--- src/rtl/mem_stage.sv ---
// mem_stage: memory-access pipeline stage between EX and MEM/WB.
// Issues loads/stores over a req/gnt/rvalid data port with byte/halfword
// lane alignment, load sign/zero extension and an access timeout.
// Optional feature macro: MEM_MISALIGN_TRAP_EN (misaligned accesses fault
// without a bus request; when undefined, offending low address bits are ignored).
module mem_stage #(
  parameter int unsigned TIMEOUT_CYCLES = 64
) (
  input  logic        clk,
  input  logic        rst,
  input  logic        ex_valid_i,
  input  logic [31:0] alu_result_i,
  input  logic [31:0] store_data_i,
  input  logic [2:0]  funct3_i,
  input  logic        mem_read_i,
  input  logic        mem_write_i,
  input  logic        reg_write_i,
  input  logic [4:0]  rd_addr_i,
  output logic        stall_o,
  output logic        dmem_req_o,
  output logic        dmem_we_o,
  output logic [31:0] dmem_addr_o,
  output logic [3:0]  dmem_be_o,
  output logic [31:0] dmem_wdata_o,
  input  logic        dmem_gnt_i,
  input  logic        dmem_rvalid_i,
  input  logic [31:0] dmem_rdata_i,
  output logic        wb_valid_o,
  output logic [31:0] wb_data_o,
  output logic [4:0]  wb_rd_addr_o,
  output logic        wb_reg_write_o,
  output logic        fault_o,
  output logic [31:0] fault_addr_o
);

  localparam int unsigned CNT_W = $clog2(TIMEOUT_CYCLES);
  localparam logic [CNT_W-1:0] CNT_LAST = CNT_W'(TIMEOUT_CYCLES - 1);

`ifdef MEM_MISALIGN_TRAP_EN
  localparam bit TRAP_EN = 1'b1;
`else
  localparam bit TRAP_EN = 1'b0;
`endif

  typedef enum logic [1:0] {IDLE, REQ, WAIT_R} state_t;

  state_t           state_q, state_d;
  logic [CNT_W-1:0] cnt_q, cnt_d;
  logic [31:0]      addr_q, addr_d;
  logic [3:0]       be_q, be_d;
  logic [31:0]      wdata_q, wdata_d;
  logic             we_q, we_d;
  logic [4:0]       rd_q, rd_d;
  logic [2:0]       f3_q, f3_d;
  logic             rw_q, rw_d;
  logic             wb_valid_d, wb_rw_d, fault_d;
  logic [31:0]      wb_data_d, fault_addr_d;
  logic [4:0]       wb_rd_d;

  logic [3:0]  lane_be_c;
  logic [31:0] lane_wdata_c;
  logic        misaligned_c;
  logic [7:0]  ld_byte_c;
  logic [15:0] ld_half_c;
  logic [31:0] ld_result_c;

  // Bus-facing signals are decodes of the state register or latched values
  assign stall_o      = (state_q != IDLE);
  assign dmem_req_o   = (state_q == REQ);
  assign dmem_we_o    = we_q;
  assign dmem_addr_o  = {addr_q[31:2], 2'b00};
  assign dmem_be_o    = be_q;
  assign dmem_wdata_o = wdata_q;

  // Store lane enables, replicated write data and misalignment detect
  always_comb begin
    lane_be_c    = 4'b1111;
    lane_wdata_c = store_data_i;
    case (funct3_i[1:0])
      2'b00: begin
        lane_be_c    = 4'b0001 << alu_result_i[1:0];
        lane_wdata_c = {4{store_data_i[7:0]}};
      end
      2'b01: begin
        lane_be_c    = alu_result_i[1] ? 4'b1100 : 4'b0011;
        lane_wdata_c = {2{store_data_i[15:0]}};
      end
      default: ;
    endcase
    misaligned_c = ((funct3_i[1:0] == 2'b01) && alu_result_i[0]) ||
                   ((funct3_i[1:0] == 2'b10) && (alu_result_i[1:0] != 2'b00));
  end

  // Load lane extraction and sign/zero extension from latched address/width
  always_comb begin
    case (addr_q[1:0])
      2'd0:    ld_byte_c = dmem_rdata_i[7:0];
      2'd1:    ld_byte_c = dmem_rdata_i[15:8];
      2'd2:    ld_byte_c = dmem_rdata_i[23:16];
      default: ld_byte_c = dmem_rdata_i[31:24];
    endcase
    ld_half_c = addr_q[1] ? dmem_rdata_i[31:16] : dmem_rdata_i[15:0];
    case (f3_q)
      3'b000:  ld_result_c = {{24{ld_byte_c[7]}}, ld_byte_c};
      3'b001:  ld_result_c = {{16{ld_half_c[15]}}, ld_half_c};
      3'b100:  ld_result_c = {24'd0, ld_byte_c};
      3'b101:  ld_result_c = {16'd0, ld_half_c};
      default: ld_result_c = dmem_rdata_i;
    endcase
  end

  // Next-state and next-output logic
  always_comb begin
    state_d      = state_q;
    cnt_d        = cnt_q;
    addr_d       = addr_q;
    be_d         = be_q;
    wdata_d      = wdata_q;
    we_d         = we_q;
    rd_d         = rd_q;
    f3_d         = f3_q;
    rw_d         = rw_q;
    wb_valid_d   = 1'b0;
    wb_data_d    = wb_data_o;
    wb_rd_d      = wb_rd_addr_o;
    wb_rw_d      = 1'b0;
    fault_d      = 1'b0;
    fault_addr_d = fault_addr_o;
    case (state_q)
      IDLE: begin
        if (ex_valid_i) begin
          if (mem_read_i || mem_write_i) begin
            if (TRAP_EN && misaligned_c) begin
              wb_valid_d   = 1'b1;
              wb_rd_d      = rd_addr_i;
              fault_d      = 1'b1;
              fault_addr_d = alu_result_i;
            end else begin
              addr_d  = alu_result_i;
              be_d    = lane_be_c;
              wdata_d = lane_wdata_c;
              we_d    = mem_write_i;
              rd_d    = rd_addr_i;
              f3_d    = funct3_i;
              rw_d    = reg_write_i;
              cnt_d   = '0;
              state_d = REQ;
            end
          end else begin
            wb_valid_d = 1'b1;
            wb_data_d  = alu_result_i;
            wb_rd_d    = rd_addr_i;
            wb_rw_d    = reg_write_i;
          end
        end
      end
      REQ: begin
        cnt_d = cnt_q + CNT_W'(1);
        if (dmem_gnt_i && we_q) begin
          wb_valid_d = 1'b1;
          wb_rd_d    = rd_q;
          state_d    = IDLE;
        end else if (cnt_q == CNT_LAST) begin
          wb_valid_d   = 1'b1;
          wb_rd_d      = rd_q;
          fault_d      = 1'b1;
          fault_addr_d = addr_q;
          state_d      = IDLE;
        end else if (dmem_gnt_i) begin
          state_d = WAIT_R;
        end
      end
      WAIT_R: begin
        cnt_d = cnt_q + CNT_W'(1);
        if (dmem_rvalid_i) begin
          wb_valid_d = 1'b1;
          wb_data_d  = ld_result_c;
          wb_rd_d    = rd_q;
          wb_rw_d    = rw_q;
          state_d    = IDLE;
        end else if (cnt_q == CNT_LAST) begin
          wb_valid_d   = 1'b1;
          wb_rd_d      = rd_q;
          fault_d      = 1'b1;
          fault_addr_d = addr_q;
          state_d      = IDLE;
        end
      end
      default: state_d = IDLE;
    endcase
  end

  // State register
  always_ff @(posedge clk or posedge rst) begin
    if (rst) state_q <= IDLE;
    else     state_q <= state_d;
  end

  // Access latches, timeout counter and registered write-back/fault outputs
  always_ff @(posedge clk or posedge rst) begin
    if (rst) begin
      cnt_q          <= '0;
      addr_q         <= '0;
      be_q           <= '0;
      wdata_q        <= '0;
      we_q           <= 1'b0;
      rd_q           <= '0;
      f3_q           <= '0;
      rw_q           <= 1'b0;
      wb_valid_o     <= 1'b0;
      wb_data_o      <= '0;
      wb_rd_addr_o   <= '0;
      wb_reg_write_o <= 1'b0;
      fault_o        <= 1'b0;
      fault_addr_o   <= '0;
    end else begin
      cnt_q          <= cnt_d;
      addr_q         <= addr_d;
      be_q           <= be_d;
      wdata_q        <= wdata_d;
      we_q           <= we_d;
      rd_q           <= rd_d;
      f3_q           <= f3_d;
      rw_q           <= rw_d;
      wb_valid_o     <= wb_valid_d;
      wb_data_o      <= wb_data_d;
      wb_rd_addr_o   <= wb_rd_d;
      wb_reg_write_o <= wb_rw_d;
      fault_o        <= fault_d;
      fault_addr_o   <= fault_addr_d;
    end
  end

endmodule

--- config.mk ---
export PLATFORM = sky130hd
export DESIGN_NAME = mem_stage
export DESIGN_NICKNAME = d
export VERILOG_FILES = /design/src/rtl/mem_stage.sv
export SDC_FILE = /design/constraint.sdc
export NUM_CORES = 1
export LEC_CHECK = 0
export CAP_MARGIN = 20
export CORE_UTILIZATION = 40
export CTS_CLUSTER_SIZE = 28
export DETAILED_ROUTE_END_ITERATION = 16
export PLACE_DENSITY = 0.72
export SYNTH_ARGS = -nofsm -noshare
export SYNTH_HDL_FRONTEND = slang
export SYNTH_SLANG_ARGS = --single-unit
--- constraint.sdc ---
create_clock -name clk -period 7.15 [get_ports clk]
set_clock_uncertainty 0.1 [all_clocks]
set_input_delay 1.43 -clock clk [delete_from_list [all_inputs] [get_ports clk]]
set_output_delay 1.43 -clock clk [all_outputs]
set_load 0.01 [all_outputs]
==> impl_metrics.py, run 1 <==
# Synthesis and PnR figures
metrics = {
    "yosys": {
        "ys_sh_simple_pct": 9.74,
        "synthAdderAreaFrac_pct": 0.824,
        "synthAoiAreaFrac_pct": 13.5,
        "synthCells": 681,
        "ys.warnings.count": 0,
        "synthTopLogicFamily": "multiplexers",
        "top_cell_area_share_pct": 52.1,
        "async_reset_ff_share_pct": 100,
        "synth-xor-area-share_pct": 0,
        "flop_cell": "dfrtp_1",
        "synthTopCellsByCount": "dfrtp_1, mux2_2, nand2_1",
        "ys_seq_elements": 158,
        "ys_sh_mux_pct": 16.9,
    },
    "pwr": {
        "switching_power_mw": 1.47,
        "powerDensity_mw_per_mm2": 394,
    },
    "cts": {
        "holdBufCountCts": 0,
        "cts_buffers": 17,
        "cts_root_buf": "clkbuf_16",
        "cts_tree": "done",
        "cts_setup_buffers": 0,
    },
    "cells_and_area": {
        "antennaDiodeCount": 0,
        "layout_top_cells": "clkdlybuf4s50_1, dfrtp_1, mux2_2",
        "lay_top_count": "clkdlybuf4s50_1",
    },
    "floorplan": {
        "die_y_um": 140,
    },
    "setup_path": {
        "path_class": "in -> reg",
        "cp-start-kind": "input pin",
        "cp_cell_sequence": "clkdlybuf4s50_1 -> o21ai_0 -> or2_4 -> buf_4 -> mux2_2",
        "crit_slowest_cell": "or2_4",
        "worstReg2RegEnd": "fault_addr_o[23]$_DFFE_PP0P_",
        "endpoint_kind": "register",
        "slowest_delay_ns": 0.76,
        "worst_ep_required_time_ns": 7.35,
        "crit_fanout": 67,
    },
    "sta": {
        "relSlewSlack_pct": 31.0,
        "hold_viol_final": 0,
        "slew_violations": 0,
        "rsz0062_at_grt": "no",
        "finalCritPeriodShare_pct": 54.0,
        "finalWorstSetupSlack_ns": 3.29,
        "min_period_ns": 3.86,
    },
    "min_path": {
        "hp-class": "reg -> reg",
    },
    "global_route": {
        "grt_pass1_vias": 5947,
        "gr-total-overflow": 0,
        "grt_use_met3_pct": 6.09,
        "grt.busiest_layer": "met2",
        "antenna_found_initial": 0,
        "grt_pass1_wl_um": 33900,
    },
    "drt": {
        "first_iter_violations": 346,
        "wirelength_um": 21300,
    },
    "run_status": {
        "status": "completed",
    },
}
-- run 1: worst reg2reg max path, delay by kind of cell (launching register included) --
family | cells | cell delay (ns)
AND-OR/OR-AND | 1 | 0.23
adder cells (fa/ha/maj) | 1 | 0.20
buffers and inverters | 2 | 0.35
flip-flops | 1 | 0.38
multiplexers | 1 | 0.62
AND/OR/NAND/NOR | 2 | 1.05
-- run 1: power groups by stage --
stage	clock [mW]	sequential, mW	combinational [mW]
3_3_place_gp	0	1.48	1.76
5_1_grt	1.02	1.52	1.93
4_1_cts	0.972	1.48	1.79
6_report	0.955	1.47	1.78
3_5_place_dp	0	1.49	1.79
2_1_floorplan	0	1.51	0.988
-- run 1: state kept, by name, indices dropped and copies added, names as in the netlist, 2 cells and up --
register / count
addr_q: 32
dmem_wdata_o: 32
fault_addr_o: 32
wb_data_o: 32
cnt_q: 6
rd_q: 5
wb_rd_addr_o: 5
dmem_be_o: 4
f3_q: 3
state_q: 2
-- run 1: stage by stage --
stage	hold WS (ns)	std cells	instance area [um2]	utilization [%]	power (mW)
floorplan	0.360	682	7600	-	2.50
global placement	0.361	1101	10000	53.9	3.24
detailed placement	0.370	1101	10000	53.9	3.28
CTS	0.384	1133	10700	57.1	4.24
global route	0.406	1134	10700	57.3	4.47
finish	0.376	1134	10700	57.3	4.21
-- run 1: per-layer routing --
layer	vias up	share of wire, %
met2	221	47
met1	2961	44
met3	20	7.8
met5	-	0
met4	0	1.4
li1	2807	-
-- run 1: layout make-up --
type                       count  area (um2)
timing repair buffer         260        2600
fill                        1615        7960
multi-input combinational    429        3140
clock buffer                  19         433
inverter                      21        83.8
sequential                   158        3950
tap                          234         293
clock inverter                13         179
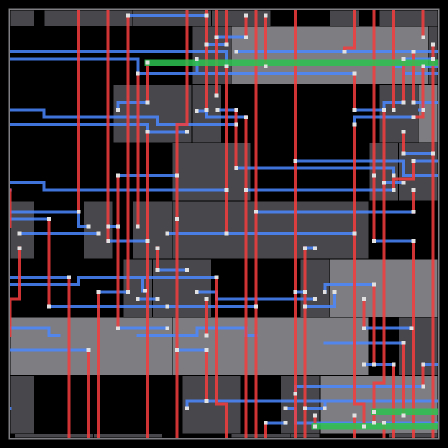
Fig. 1. Zoomed window (run 1).
Window x 95 to 115, y 95 to 115 um. Cells in grey, sequential cells in the stronger grey; small squares are vias.
layer	colour
M3	green
M2	red
M1	blue
most frequent	dfrtp_1 (5), nor3_1 (4), nand2_1 (3)
netlist names of flops here include	wb_data_o (4), addr_q (1)
sequential cells in the window	5
cells with their middle in the window	20

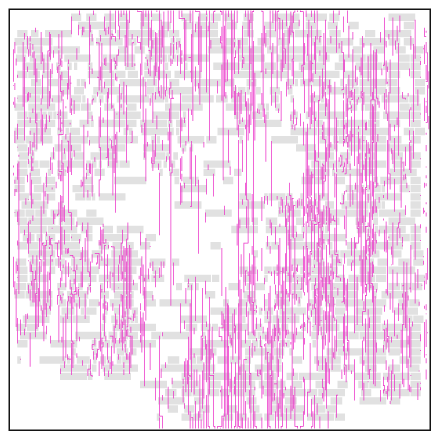
Fig. 2. Signal wires on met2 (run 1).
Scale: 3 px per um.
longest straight run	81.3 um
share of all routed wire	47%
main direction	vertical
nets with wire on the layer	896
Global Route met2 Usage: 36.0%
via count: 6009

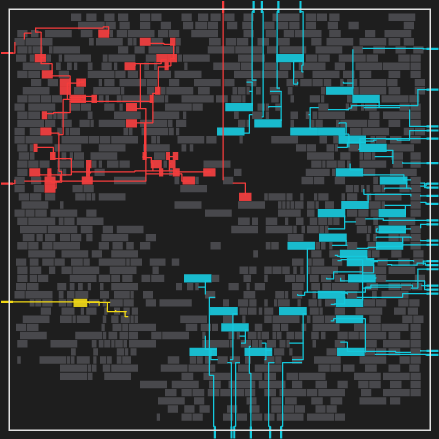
Fig. 3. Wires at chosen ports, followed through buffers (run 1).
Scale: 3 px per um.
port	colour	bits	direction	end cells	buffers	wire
funct3_i	red	3	input	42	4	516 um
dmem_req_o	yellow	1	output	1	1	51.0 um
wb_data_o	cyan	32	output	32	32	1120 um
IO Count: 255
Port Buffer Count: 252

==> run 2, diff against run 1 <==
--- a/config.mk
+++ b/config.mk
@@ -9,7 +9,7 @@
 export CORE_UTILIZATION = 40
 export CTS_CLUSTER_SIZE = 28
 export DETAILED_ROUTE_END_ITERATION = 16
-export PLACE_DENSITY = 0.72
+export PLACE_DENSITY = 0.74
 export SYNTH_ARGS = -nofsm -noshare
 export SYNTH_HDL_FRONTEND = slang
 export SYNTH_SLANG_ARGS = --single-unit
==> constraint.sdc (replaced) <==
create_clock -name clk -period 3.4 [get_ports clk]
set_clock_uncertainty 0.1 [all_clocks]
set_input_delay 0.68 -clock clk [delete_from_list [all_inputs] [get_ports clk]]
set_output_delay 0.68 -clock clk [all_outputs]
set_load 0.01 [all_outputs]
==> impl_metrics.py, run 2 <==
# Synthesis and PnR figures
metrics = {
    "run_status": {
        "status": "completed",
    },
    "global_route": {
        "grt_pass1_wl_um": 34600,
        "gr-total-overflow": 0,
        "antenna_found_initial": 0,
    },
    "cts": {
        "holdBufCountCts": 0,
        "cts_tree": "done",
        "cts_buffers": 17,
        "cts_root_buf": "clkbuf_16",
        "cts_setup_buffers": 0,
    },
    "sta": {
        "hold_viol_final": 0,
        "min_period_ns": 2.80,
        "slew_violations": 0,
        "rsz0062_at_grt": "no",
    },
    "cells_and_area": {
        "final_area_mm2": 0.0108,
        "nonClkBufAreaFrac_pct": 25.0,
        "seq_cell_count": 158,
        "fin_util_pct": 57.7,
        "layout_top_cells": "clkdlybuf4s50_1, dfrtp_1, mux2_2",
        "antennaDiodeCount": 0,
        "clockBufferCount": 18,
        "top_area_cell_class": "registers",
        "signal_buffers": 268,
        "inv_count": 21,
        "final-seq-area_mm2": 0.00395,
        "comb_area_share_pct": 29.2,
        "comb_area_mm2": 0.00314,
        "lay_top_count": "clkdlybuf4s50_1",
        "nFillCells": 1593,
    },
    "drt": {
        "first_iter_violations": 305,
    },
    "yosys": {
        "flop_cell": "dfrtp_1",
        "ys.warnings.count": 0,
        "async_reset_ff_share_pct": 100,
        "synthTopCellsByCount": "dfrtp_1, mux2_2, nand2_1",
        "synthCells": 681,
    },
    "floorplan": {
        "die_y_um": 140,
        "tap_cells": 234,
    },
    "place": {
        "io_buffer_count": 252,
    },
    "setup_path": {
        "cp-start-kind": "register",
        "endpoint_kind": "output pin",
        "worst_ep_required_time_ns": 2.62,
        "slowest_delay_ns": 0.52,
        "cp_cell_sequence": "inv_1 -> ha_1 -> inv_2 -> clkdlybuf4s50_1",
        "worstReg2RegEnd": "fault_addr_o[2]$_DFFE_PP0P_",
        "path_class": "reg -> out",
    },
    "min_path": {
        "hp-class": "reg -> reg",
    },
}
-- run 2: cell counts after synthesis --
No cell type changed its count.
-- run 2: layer usage --
metal / track usage [%] / share of wire, % / vias to the layer above
li1: - / - / 2827
met1: 29.9 / 43 / 2958
met2: 37.4 / 48 / 234
met5: 0 / 0 / -
met3: 6.40 / 7.4 / 25
met4: 7.17 / 1.9 / 0
-- run 2: how the worst max path moves through the flow --
stage,from,end,slack (ns),cells past startpoint
4_1_cts,state_q[0]$_DFFE_PP0P_,stall_o,0.57,4
5_1_grt,state_q[1]$_DFFE_PP0P_,stall_o,0.49,4
6_report,state_q[0]$_DFFE_PP0P_,stall_o,0.60,4
3_5_place_dp,mem_write_i,dmem_wdata_o[5]$_DFFE_PP0P_,0.49,5
3_3_place_gp,ex_valid_i,wb_data_o[28]$_DFFE_PP0P_,0.54,5
2_1_floorplan,rst,addr_q[0]$_DFFE_PP0P_,0.62,1
-- run 2: cells by family (layout without fill, tap and decap cells) --
family          after synthesis  count (layout)  share of synthesized area (%)
simple gates                163             163                           9.74
buf+inv                      95             320                           6.87
compound gates              143             143                           13.5
other cells                   1               2                         0.0494
mux                         116             116                           16.9
flops                       158             158                           52.1
fa+ha+maj                     5               5                          0.824
-- run 2: power breakdown --
part	internal (mW)	switching, mW
Clock	1.16	0.785
Sequential	2.59	0.522
Combinational	2.02	1.75
Total	5.77	3.06
-- run 2: stage by stage --
stage	cells	power, mW	worst slack (ns)	hold WS (ns)
3_3_place_gp	1110	6.84	0.539	0.361
3_5_place_dp	1110	6.94	0.493	0.370
5_1_grt	1141	9.40	0.489	0.407
6_report	1141	8.83	0.602	0.374
4_1_cts	1141	8.92	0.566	0.385
2_1_floorplan	682	5.25	0.619	0.360
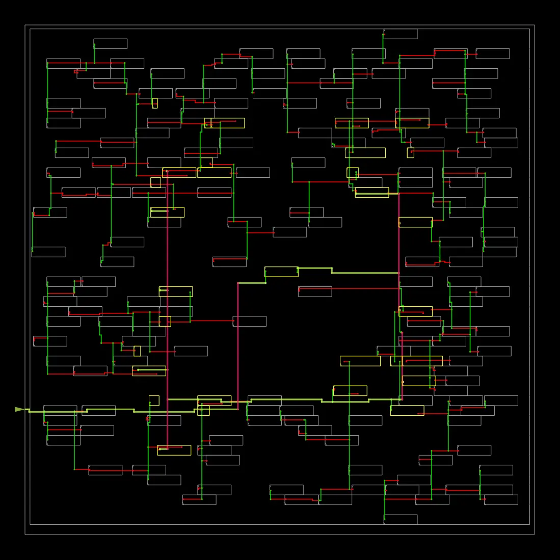
Fig. 4. Clock wiring as the flow saved it (run 2).
Clk. pwr: 1.94 mW
clk_lat worst skew: 0.42 ns

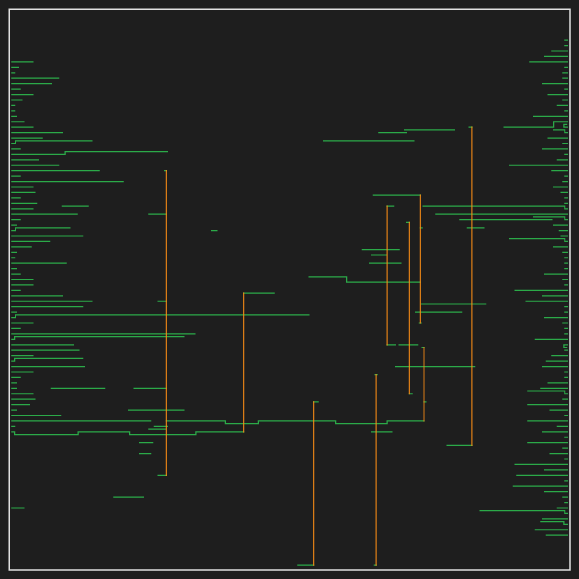
Fig. 5. Metal layers overlaid (run 2).
Scale: 4 px per um. Two of the layers only.
layer	colour	wire length
M4	orange	407 um
M3	green	1590 um
WL/cell: 18.9 um
gr usage total: 23.1%
final wirelength: 21600 um
via count: 6044

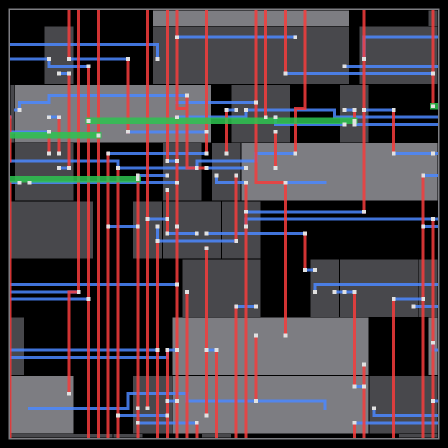
Fig. 6. Zoomed window (run 2).
Window x 95 to 115, y 95 to 115 um. Cells in grey, sequential cells in the stronger grey; small squares are vias.
layer	colour
M2	red
M3	green
M1	blue
netlist names of flops here include	wb_data_o (4)
most frequent	clkdlybuf4s50_1 (4), dfrtp_1 (4)
sequential cells in the window	4
cells with their middle in the window	20

Fig. 7: run 2, signal wires on met2
Scale: 3 px per um.
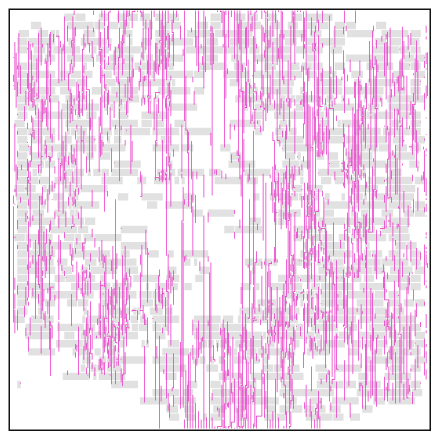

==> run 3, diff against run 2 <==
--- a/config.mk
+++ b/config.mk
@@ -9,7 +9,7 @@
 export CORE_UTILIZATION = 40
 export CTS_CLUSTER_SIZE = 28
 export DETAILED_ROUTE_END_ITERATION = 16
-export PLACE_DENSITY = 0.74
+export PLACE_DENSITY = 0.72
 export SYNTH_ARGS = -nofsm -noshare
 export SYNTH_HDL_FRONTEND = slang
 export SYNTH_SLANG_ARGS = --single-unit
==> constraint.sdc (replaced) <==
create_clock -name clk -period 2.6 [get_ports clk]
set_clock_uncertainty 0.1 [all_clocks]
set_input_delay 0.52 -clock clk [delete_from_list [all_inputs] [get_ports clk]]
set_output_delay 0.52 -clock clk [all_outputs]
set_load 0.01 [all_outputs]
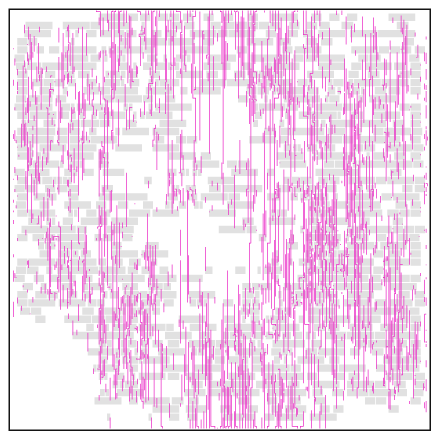
Fig. 8. Signal wires on met2 (run 3).
Scale: 3 px per um.
longest straight run	51.0 um
main direction	vertical
nets with wire on the layer	908
share of all routed wire	46%
via count: 6059
Global Route met2 Usage: 36.1%
final wirelength: 21500 um

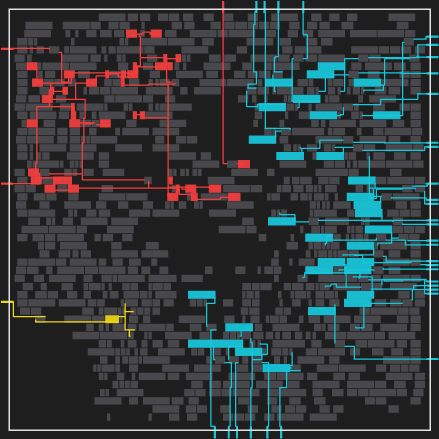
Fig. 9. Wires at chosen ports, followed through buffers (run 3).
Scale: 3 px per um.
port	colour	bits	direction	end cells	buffers	wire
dmem_req_o	yellow	1	output	1	1	64.0 um
wb_data_o	cyan	32	output	32	32	1150 um
funct3_i	red	3	input	42	7	541 um

==> impl_metrics.py, run 3 <==
# Synthesis and PnR figures
metrics = {
    "run_status": {
        "status": "completed",
    },
    "global_route": {
        "grt_use_met3_pct": 7.05,
        "antenna_found_initial": 1,
        "grtUsageMet1_pct": 29.8,
    },
    "yosys": {
        "synthAdderAreaFrac_pct": 0.824,
        "async_reset_ff_share_pct": 100,
        "synthCells": 681,
        "synthTopLogicFamily": "multiplexers",
        "synthTopCellsByCount": "dfrtp_1, mux2_2, nand2_1",
    },
    "cells_and_area": {
        "antennaDiodeCount": 0,
        "fin_util_pct": 58.9,
        "layout_top_cells": "clkdlybuf4s50_1, dfrtp_1, mux2_2",
    },
    "drt": {
        "met3_wirelength_um": 1870,
        "first_iter_violations": 318,
    },
    "cts": {
        "holdBufCountCts": 0,
        "cts_setup_buffers": 0,
        "cts_buffers": 17,
        "cts_root_buf": "clkbuf_16",
    },
    "setup_path": {
        "crit_start": "state_q[1]$_DFFE_PP0P_",
        "cp-start-kind": "register",
    },
    "sta": {
        "min_period_ns": 2.44,
        "finalWorstSetupSlack_ns": 0.165,
    },
}
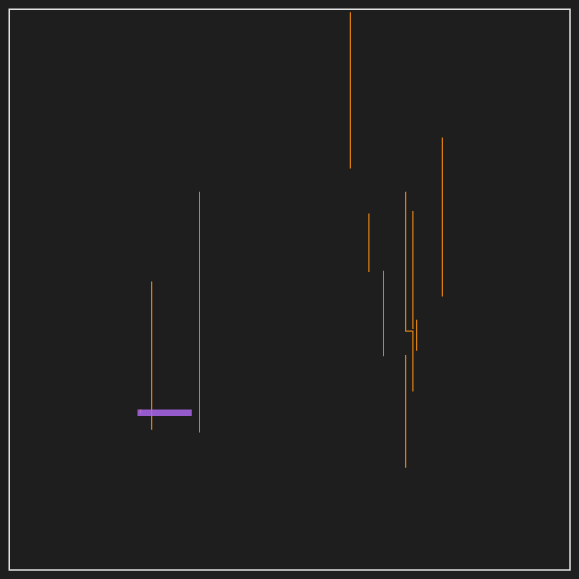
Fig. 10. Metal layers overlaid (run 3).
Scale: 4 px per um. Two of the layers only.
layer	colour	wire length
M4	orange	327 um
M5	purple	12.0 um
WL/cell: 18.5 um
gr usage total: 22.7%

-- run 3: netlist changes by cell type in the layout (fill, tap and decap cells not counted) --
cell	before	now
a2bb2oi_2	1	0
a2bb2oi_4	0	1
buf_12	4	7
buf_4	12	29
bufinv_16	3	4
clkdlybuf4s50_1	252	251
clkinvlp_4	3	2
dlymetal6s2s_1	0	1
-- run 3: area by class of cell --
| class | instances | area, um2 |
|---|---|---|
| inverters | 21 | 82.6 |
| multi-input cells | 429 | 3150 |
| fillers | 1586 | 7670 |
| well taps | 234 | 293 |
| clock inverters | 13 | 186 |
| flip-flops and latches | 158 | 3950 |
| clock buffers | 18 | 429 |
| repair buffers | 288 | 2880 |
-- run 3: through the flow --
step | cells | instance area (um2) | hold WS, ns
2_1_floorplan | 682 | 7600 | 0.360
3_3_place_gp | 1130 | 10400 | 0.360
3_5_place_dp | 1130 | 10400 | 0.370
4_1_cts | 1161 | 11000 | 0.304
5_1_grt | 1161 | 11000 | 0.343
6_report | 1161 | 11000 | 0.314
-- run 3: worst max-delay path: stages, from the launching register on --
cell and delay [ns]:
dfrtp_1 0.41, inv_1 0.09, ha_1 0.30, clkdlybuf4s50_1 0.60
-- run 3: where the power goes --
part	internal (mW)	total (mW)	switching (mW)
sequential	3.39	4.08	0.689
clock	1.61	2.64	1.03
combinational	2.79	5.11	2.32
total	7.78	11.8	4.04
-- run 3: cell families (layout without fill, tap and decap cells) --
| family | count (synthesis) | after routing |
|---|---|---|
| muxes | 116 | 116 |
| adders and majority gates | 5 | 5 |
| DFF | 158 | 158 |
| other | 1 | 2 |
| and+or+nand+nor | 163 | 163 |
| AOI/OAI and AO/OA | 143 | 143 |
| buffers and inverters | 95 | 340 |
No activity file was given, so power comes from the tool's default toggle rates.
